`src/rtl/sram_port_arbiter.sv`:
```
// Shares one single-port SRAM between two hosts with round-robin (or host-0 fixed)
// grant, and returns each read response to the host that issued it.
module sram_port_arbiter #(
  parameter int unsigned AddrWidth     = 11,
  parameter int unsigned DataWidth     = 32,
  parameter int unsigned ReadLatency   = 1,
  parameter bit          Host0Priority = 1'b0
) (
  input  logic                   clk_i,
  input  logic                   rst_i,
  input  logic [1:0]             h_req_i,
  input  logic [1:0]             h_we_i,
  input  logic [2*AddrWidth-1:0] h_addr_i,
  input  logic [2*DataWidth-1:0] h_wdata_i,
  input  logic [2*DataWidth-1:0] h_wmask_i,
  output logic [1:0]             h_gnt_o,
  output logic [1:0]             h_rvalid_o,
  output logic [DataWidth-1:0]   h_rdata_o,
  output logic                   ram_req_o,
  output logic                   ram_we_o,
  output logic [AddrWidth-1:0]   ram_addr_o,
  output logic [DataWidth-1:0]   ram_wdata_o,
  output logic [DataWidth-1:0]   ram_wmask_o,
  input  logic [DataWidth-1:0]   ram_rdata_i,
  output logic                   busy_o
);

  if (ReadLatency < 1 || ReadLatency > 4) begin : g_bad_latency
    $error("sram_port_arbiter: ReadLatency must be in 1..4");
  end

  logic                   ptr_q;  // 0: host 0 favoured, 1: host 1 favoured
  logic [1:0]             gnt;
  logic [ReadLatency-1:0] vld_q;
  logic [ReadLatency-1:0] own_q;
  logic                   rsp_vld;
  logic                   rsp_own;

  // Grant is held off during reset so nothing reaches the macro while it is asserted.
  always_comb begin
    gnt = 2'b00;
    if (!rst_i) begin
      unique case (h_req_i)
        2'b01:   gnt = 2'b01;
        2'b10:   gnt = 2'b10;
        2'b11:   gnt = (Host0Priority || !ptr_q) ? 2'b01 : 2'b10;
        default: gnt = 2'b00;
      endcase
    end
  end

  always_comb begin
    ram_we_o    = 1'b0;
    ram_addr_o  = '0;
    ram_wdata_o = '0;
    ram_wmask_o = '0;
    if (gnt[0]) begin
      ram_we_o    = h_we_i[0];
      ram_addr_o  = h_addr_i[AddrWidth-1:0];
      ram_wdata_o = h_wdata_i[DataWidth-1:0];
      ram_wmask_o = h_wmask_i[DataWidth-1:0];
    end else if (gnt[1]) begin
      ram_we_o    = h_we_i[1];
      ram_addr_o  = h_addr_i[2*AddrWidth-1:AddrWidth];
      ram_wdata_o = h_wdata_i[2*DataWidth-1:DataWidth];
      ram_wmask_o = h_wmask_i[2*DataWidth-1:DataWidth];
    end
  end

  always_ff @(posedge clk_i or posedge rst_i) begin
    if (rst_i) begin
      ptr_q <= 1'b0;
      vld_q <= '0;
      own_q <= '0;
    end else begin
      if (gnt[0]) begin
        ptr_q <= 1'b1;
      end else if (gnt[1]) begin
        ptr_q <= 1'b0;
      end
      vld_q[0] <= |(gnt & ~h_we_i);
      own_q[0] <= gnt[1];
      for (int i = 1; i < ReadLatency; i++) begin
        vld_q[i] <= vld_q[i-1];
        own_q[i] <= own_q[i-1];
      end
    end
  end

  // Last pipe stage lines up with the cycle the macro drives its read data.
  assign rsp_vld    = vld_q[ReadLatency-1];
  assign rsp_own    = own_q[ReadLatency-1];
  assign h_rvalid_o = {rsp_vld & rsp_own, rsp_vld & ~rsp_own};
  assign h_rdata_o  = rsp_vld ? ram_rdata_i : '0;
  assign h_gnt_o    = gnt;
  assign ram_req_o  = |gnt;
  assign busy_o     = |vld_q;

endmodule

```
`config.mk`:
```
export PLATFORM = sky130hd
export DESIGN_NAME = sram_port_arbiter
export DESIGN_NICKNAME = d
export VERILOG_FILES = /design/src/rtl/sram_port_arbiter.sv
export SDC_FILE = /design/constraint.sdc
export NUM_CORES = 1
export LEC_CHECK = 0
export CAP_MARGIN = 5
export CORE_AREA = 2 2 117 119
export CTS_CLUSTER_DIAMETER = 30
export DETAILED_ROUTE_END_ITERATION = 6
export DIE_AREA = 0 0 119 121
export HOLD_SLACK_MARGIN = 0.05
export PLACE_DENSITY = 0.52
export SLEW_MARGIN = 20
export SYNTH_ARGS = -nofsm -noshare
export SYNTH_HDL_FRONTEND = slang
export SYNTH_SLANG_ARGS = --single-unit
```
`constraint.sdc`:
```
create_clock -name clk_i -period 1.75 [get_ports clk_i]
set_input_delay 0.175 -clock clk_i [delete_from_list [all_inputs] [get_ports clk_i]]
set_output_delay 0.175 -clock clk_i [all_outputs]
set_load 0.005 [all_outputs]
```
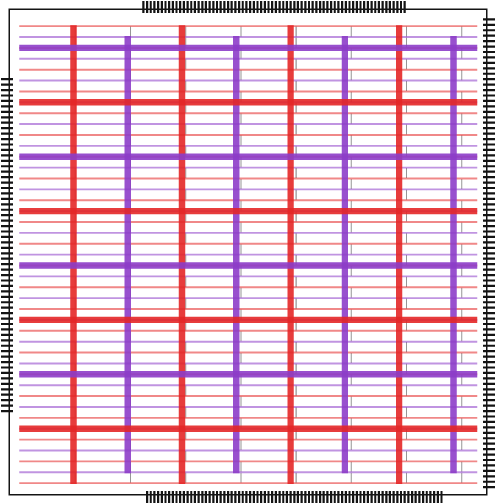
*Power grid, run 1*
Drawn at 4 px/um. Pins as bars on the die edge. Tap cells in grey.
legend:
  red:
    net: VSS
  purple:
    net: VDD
met1 rails: 43
met4 straps: 8
rows: 42
Core Area: 13,100 um2
Die Ht: 121 um

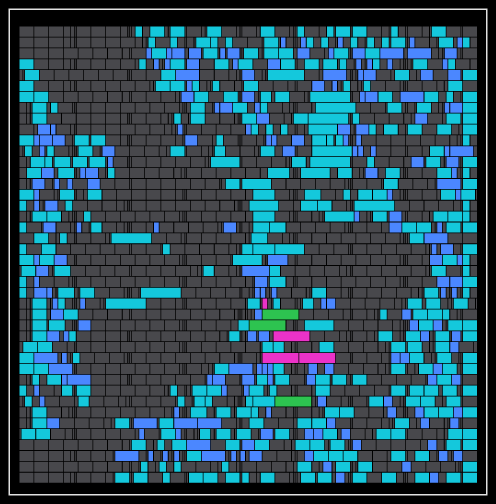
*Cell classes on the final placement, run 1*
Drawn at 4 px/um. Fill, decap, tap and diode cells in grey.
legend:
  cyan:
    class: other buffers and delay cells
    cells: 354
  magenta:
    class: clock drivers and dummy loads
    cells: 4
  blue:
    class: all other logic
    cells: 199
  green:
    class: flip-flops
    cells: 3
FP Rows: 42
post-route cell area: 5170 um2
Layout Utilization: 39.5%
sequential share of cell area: 1.45%

==> Changelog: implementation, run 1 <==
## Implementation

* Final net count at 749
* Pwr Total at 2050 uW
* Post-synth top cells: nor2_1 (80), a32oi_1 (76), and2_1 (34)
* Worst path cell trace: a21boi_4 -> buf_6 -> buf_8 -> buf_12 -> buf_16 -> a32oi_1 -> nor2_1 -> buf_2
* Yosys aoi share at 46.5%
* Root Buffer: clkbuf_16
* Clock sink total at 3
* Initial Util at 11.6%
* MUX share of area at 0%
* Drt total wl at 13,600 um
* Clock Path Buffers at 2
* Number of CTS-inserted buffers at 3
* Comb_multi_in at 198
* Fin crit period at 1.77 ns
* Largest net degree at the start of global routing at 57
* ANT nets after route at 0
* FF-to-FF setup slack at 0.36 ns
* Top cells by area: a32oi_1 (44%), nor2_1 (20%), and2_1 (14%)
* Post-synthesis cell count at 240
* TNS Setup at -0.0941 ns
* Worst slack, placed at -0.376 ns
* Cell area after synthesis at 1510 um2
* Leading cell kind: buffers
* CP Launch Point: ptr_q$_DFFE_PP0P_
* Netlist cell types at 16
* # diodes at 2
* Worst relative slew slack at 80.7%
* Cells after DPL at 699
* Logic share of the area at 26.6%
* Hold_ws at 0.172 ns
* Ys cells at 240
* DR WL/cell at 18.5 um
* Status: complete, but fails checks
* Hold Vio Cnt, Final at 0
* Worst ir drop on vdd at 0.261 mV
* Non-filler cells, final at 738
* Routability Congestion at 0.812
* CTS tree: done
* RSZ-0062 raised after global routing: yes
* Port Buffers at 301
* Fin. max-slew vios at 0
* Arrival @ worst endpoint at 1.60 ns
* Layout cell share with drive strength beyond 1 at 27.7%
* Fillers at 1,341
* Tap cell count at 176
* ClkCell Share at 1.52%
* Worst Max-Slew Pin Slew at 0.289 ns
* First-pass GRT wire length at 19,700 um
* Critical Path Max Stage Delay at 0.42 ns
* Failing checks: negative setup slack
* Hold crit path type: input pin to async pin
* Flops at 3
* Reg clk slew, reported paths at 0.03 ns
* Pwr Density at 396 nW/um2
* Post-synth regs at 3
* Final Worst Setup Slack at -0.0214 ns
* Chip footprint at 14,400 um2
* Sequential-to-total area share from yosys stat at 4.96%
* Leakage at 0.00214 uW
* FMAX at 565 MHz
* Top-area cell share at 44.0%
* Part of the cycle the worst path needs at 101%
* RR Endpoint: busy_o$_DFF_PP0_
* CP Capture Type: output port
* Max FO, Critical Path at 6
* # setup viols final at 9
* Worst R2R Path Depth at 6
* Worst setup endpoint: ram_wdata_o[9]
* Post-CTS Hold Buffers at 0
* Comb area leader: AND-OR/OR-AND gates
* Worst R2R Start: ptr_q$_DFFE_PP0P_
* Dominant cell type by area after synthesis: a32oi_1
* Worst path top cell family by delay: buffers and inverters
* Layout clock buffers at 4
* Synthesis area per yosys at 1510 um2
* DR DRC count at 0
* Dpl cell area at 4790 um2
* Register area at 75.1 um2
* Syn. warnings at 0
* Yosys simple share at 35.2%
* P&R area growth vs syn at 242%
* Post-Synth Adder-Cell Area at 0%
* Maxcap violations at 0
* Ports at 302
* Gr ovfl total at 0
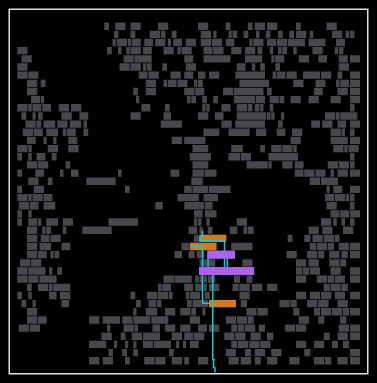
*Routed clock nets over the placement, run 1*
Drawn at 3 px/um.
legend:
  orange:
    item: flip-flops
    count: 3
  purple:
    item: cells driving clock nets
    count: 3
  cyan:
    item: clock wires
    length: 118 um
routed clock nets: 4
Clock Power: 364 uW
Final Skew: 0.00223 ns
clk ins delay skew pair: 0.22 ns

==> run 1: cells by family (layout without fill, tap and decap cells) <==
kind of cell,after synthesis,count (layout)
AND/OR/NAND/NOR,118,118
AND-OR/OR-AND,80,80
buffers and inverters,39,359
flip-flops,3,3
other,0,2
==> run 1: metal layers <==
layer / part of all wire [%] / track usage (%) / vias to the layer above
li1: - / - / 1565
met1: 38 / 18.9 / 1519
met2: 53 / 34.4 / 178
met3: 7.5 / 4.46 / 16
met4: 1.7 / 3.72 / 2
met5: 0.095 / 0 / -
==> run 1: placed cells by master, fill, tap and decap left out <==
master           synthesis  final
clkbuf_16                0      4
clkdlybuf4s15_1          0      1
and2_1                  34     34
buf_2                   14     76
nand2_1                  2      2
nand2b_4                 0      1
buf_12                   0      9
buf_8                    0      5
a21oi_1                  1      1
inv_1                    1      1
buf_16                   0      9
a21boi_4                 1      1
nor2b_1                  1      1
dlygate4sd2_1            0      1
o31ai_1                  1      1
nor2_1                  80     80
clkdlybuf4s50_1          0    220
a32oi_2                  0     18
diode_2                  0      2
clkbuf_1                18      1
buf_6                    5     12
dfrtp_1                  3      3
clkbuf_2                 0      2
a32oi_1                 76     58
a31oi_1                  1      1
buf_4                    0     17
clkdlybuf4s15_2          0      1
==> run 1: power by group <==
group          switching (uW)  internal (uW)
clock                    63.4            301
sequential               8.60           77.8
combinational             595           1000
==> run 1: flip-flops by register name (all words and copies together) (netlist names) <==
| name | cells |
|---|---|
| busy_o | 1 |
| own_q | 1 |
| ptr_q | 1 |
==> run 2: changes to the inputs <==
- CORE_AREA: 2 2 117 119 -> 2 2 118 120
- DIE_AREA: 0 0 119 121 -> 0 0 120 122
- clock period: 1.75 -> 2.25 ns (I/O delays scaled with it)
==> run 2 against run 1 <==
Net effect: the run now ends clean; design area is 6.1% lower; synthesized area stayed put; routed wire length is 17% lower; register-to-register slack better by 0.53 ns; cell count is 4.6% lower; critical path depth is 2 lower; flip-flop count stayed put; via count is 5.2% lower.
==> Changelog: implementation, run 2 <==
## Implementation

* Fin crit period at 2.20 ns
* Max layer used: met5
* Largest net degree at the start of global routing at 46 (-19%)
* Post-route cell area at 4860 um2 (-6.1%)
* Fin. max-slew vios at 0 (unchanged)
* Post-synth regs at 3 (unchanged)
* Count leader, synth: nor2_1
* Port Buffers at 301 (unchanged)
* Final Worst Setup Slack at 0.0454 ns (+0.0667 ns)
* Worst relative slew slack at 73.1% (-7.6 points)
* 1st-pass router iterations at 4
* Busiest grt layer: met2
* Most frequent cells in the layout: clkdlybuf4s50_1 (292), nor2_1 (80), a32oi_1 (75)
* GR Util met2 at 25.0% (-9.4 points)
* Tool warning count at 27
* Met3 global-route usage at 3.28% (-1.2 points)
* Post-synthesis cell count at 240 (unchanged)
* Multi-input gate area at 1250 um2
* FF-to-FF setup slack at 0.89 ns (+0.53 ns)
* Netlist cell types at 16 (unchanged)
* Syn. warnings at 0 (unchanged)
* Ys cells at 240 (unchanged)
* Clk ins delay skew pair at 0.23 ns (about the same)
* Arrival @ worst endpoint at 1.98 ns (+0.38 ns)
* DIE WIDTH at 120 um
* Leakage at 0.00182 uW (-15%)
* Clock sink total at 3 (unchanged)
* Worst path cell trace: clkdlybuf4s50_1 -> a21boi_4 -> buf_12 -> a32oi_1 -> nor2_1 -> clkdlybuf4s50_1
* Layout cell share with drive strength beyond 1 at 4.77% (-23 points)
* GR Layer Usage met1 at 15.3% (-3.6 points)
* First-pass GRT wire length at 15,900 um (-19%)
* ANT nets after route at 0 (unchanged)
* Root Buffer: clkbuf_16
* Worst R2R Path Depth at 4 (-2)
* P&R area growth vs syn at 221%
* Initial antenna violation count at 2
* Chip footprint at 14,600 um2 (+1.7%)
* Routability Congestion at 0.789 (-2.8%)
* Cells after DPL at 699 (unchanged)
* Top_reg_cell synth: dfrtp_1
* CP startpoint kind: input pin
* Non-filler cells, final at 704 (-4.6%)
* Cell area after synthesis at 1510 um2 (unchanged)
* Worst Max-Slew Pin Slew at 0.404 ns (+0.115 ns)
* Hold crit path type: input pin to async pin
* Final Skew at 0.00167 ns (-0.000561 ns)
* Hold Vio Cnt, Final at 0 (unchanged)
* Part of the cycle the worst path needs at 98.0%
* M1 wire length at 4330 um (-16%)
* Avg Cell Area, Syn at 6.30 um2
* Pwr Density at 286 nW/um2 (-28%)
* Gr ovfl total at 0 (unchanged)
* Number of CTS-inserted buffers at 3 (unchanged)
* Register area at 75.1 um2 (unchanged)
* Maxcap violations at 0 (unchanged)
* Dominant cell type by area after synthesis: a32oi_1
* Hold_ws at 0.0965 ns (-0.0758 ns)
* Final net count at 713 (-4.8%)
* TNS Setup at 0 ns (+0.0941 ns)
* RSZ-0062 raised after global routing: yes
* Top-area cell share at 44.0% (unchanged)
* Top cells by area: a32oi_1 (44%), nor2_1 (20%), and2_1 (14%)
* Post-synth EDFFs at 0
* Fillers at 1,406 (+4.8%)
* Crit-path slowest cell: clkdlybuf4s50_1
* Post-CTS Hold Buffers at 0 (unchanged)
* Worst slack, placed at 0.0554 ns (+0.432 ns)
* # diodes at 0 (-2)
* CTS tree: done
* Post-synth top cells: nor2_1 (80), a32oi_1 (76), and2_1 (34)
* FMAX at 454 MHz
* Status: completed
* Sequential-to-total area share from yosys stat at 4.96% (unchanged)
* Critical Path Max Stage Delay at 0.52 ns (+0.10 ns)
* Worst path top cell family by delay: buffers and inverters
* Clock Path Buffers at 2 (unchanged)
* H-tree lvl count at 1
* Dpl cell area at 4720 um2 (-1.6%)
* Pwr Total at 1390 uW (-32%)
* Worst ir drop on vdd at 0.185 mV (-29%)
* 1st-iter DRT viols at 122
* Worst R2R Start: ptr_q$_DFFE_PP0P_
* CP Capture Type: output port
* Ports at 302 (unchanged)
* # setup viols final at 0 (-9)
* Async set-reset flop share out of synthesis at 100%
* Reg clk slew, reported paths at 0.03 ns (about the same)
* Synthesis area per yosys at 1510 um2 (unchanged)
* Number of global-route vias before repair at 3,018
* Max FO, Critical Path at 45 (+39)
* Die Ht at 122 um (+0.83%)
* DR DRC count at 0 (unchanged)
* Number of vias per cell at 4.42
* Met3 Wirelength at 1010 um (-1.4%)
* Initial Util at 11.2% (-0.36 points)
* Core Area at 13,500 um2 (+3.2%)
* DP Wirelength at 8800 um
* Top cell by count, worst path: clkdlybuf4s50_1
* DR WL/cell at 16.0 um (-13%)
* Routed wl met2 at 5750 um (-20%)
* RR Endpoint: busy_o$_DFF_PP0_
* Post-Synthesis Net Count at 428
* Most numerous logic cell after layout: clkdlybuf4s50_1
[run 2: cell count changes in the layout (fill, tap and decap cells not counted), moves of 2 or more]
cell / previous run / this run
buf_8: 5 / 0
dlymetal6s2s_1: 0 / 7
buf_4: 17 / 10
buf_6: 12 / 2
buf_12: 9 / 4
buf_2: 76 / 2
a32oi_2: 18 / 1
clkbuf_2: 2 / 0
buf_16: 9 / 0
a32oi_1: 58 / 75
clkdlybuf4s50_1: 220 / 292
diode_2: 2 / 0
[run 2: where the power goes]
| group | switching [uW] | internal (uW) | leakage [uW] |
|---|---|---|---|
| Sequential | 7.47 | 60.5 | 0.0000375 |
| Clock | 52.6 | 234 | 0.0000382 |
| Combinational | 368 | 665 | 0.00175 |
[run 2: worst max path at each step]
stage / cells after the start / slack, ns / startpoint / endpoint
floorplan: 6 / 0.86 / ptr_q$_DFFE_PP0P_ / ram_addr_o[0]
global placement: 7 / 0.06 / h_req_i[0] / ram_wdata_o[19]
detailed placement: 7 / 0.06 / h_req_i[0] / ram_wdata_o[19]
CTS: 7 / 0.05 / h_req_i[0] / ram_wdata_o[19]
global route: 6 / -0.01 / h_req_i[0] / ram_wmask_o[27]
finish: 6 / 0.05 / h_req_i[0] / ram_wdata_o[31]
[run 2: cell families (layout without fill, tap and decap cells)]
kind of cell	after synthesis	after routing	synth area share, %
AND-OR/OR-AND	80	80	46.5
buffers and inverters	39	323	13.3
flip-flops	3	3	4.96
AND/OR/NAND/NOR	118	118	35.2
[run 2: what timing repair did]
item	CTS	global route
setup buffers	0	0
resized	0	11
endpoints found under the setup margin	0	16
[run 2: area by class of cell]
class                   instances  area share, %
well taps                     180           4.64
clock buffers                   4           1.62
inverters                       1         0.0773
flip-flops and latches          3           1.55
multi-input cells             198           25.8
repair buffers                318           66.4
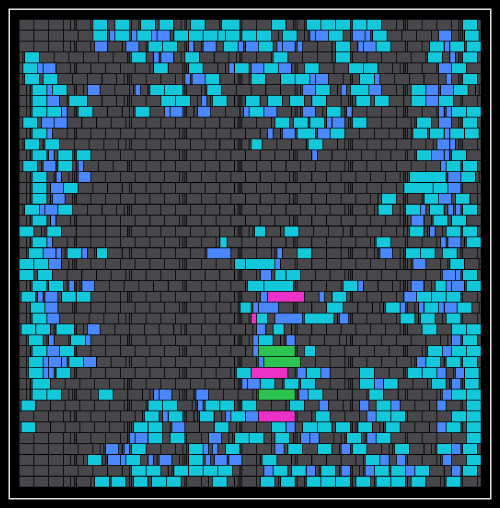
*Cell classes on the final placement, run 2*
Drawn at 4 px/um. Fill, decap, tap and diode cells in grey.
Layout Utilization: 36.0%
sequential share of cell area: 1.55%
FP Rows: 43

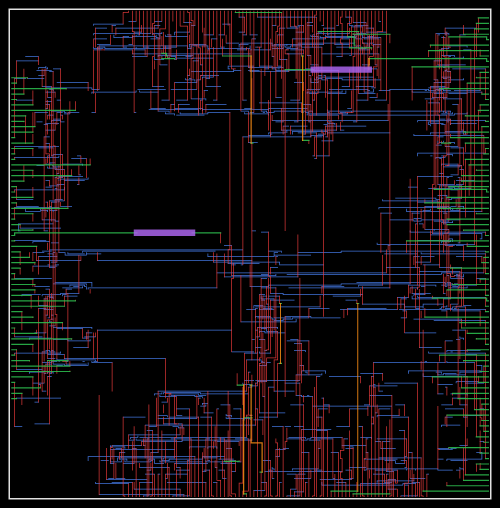
*Metal layers overlaid, run 2*
Drawn at 4 px/um.
legend:
  green:
    layer: met3
    wire_length: 1,010 um
  purple:
    layer: met5
    wire_length: 27.6 um
  orange:
    layer: met4
    wire_length: 159 um
  red:
    layer: met2
    wire_length: 5,750 um
  blue:
    layer: met1
    wire_length: 4,330 um
drt total wl: 11,300 um
vias: 3,109
Tot GR Track Use: 13.5%

No activity file was given, so power comes from the tool's default toggle rates.
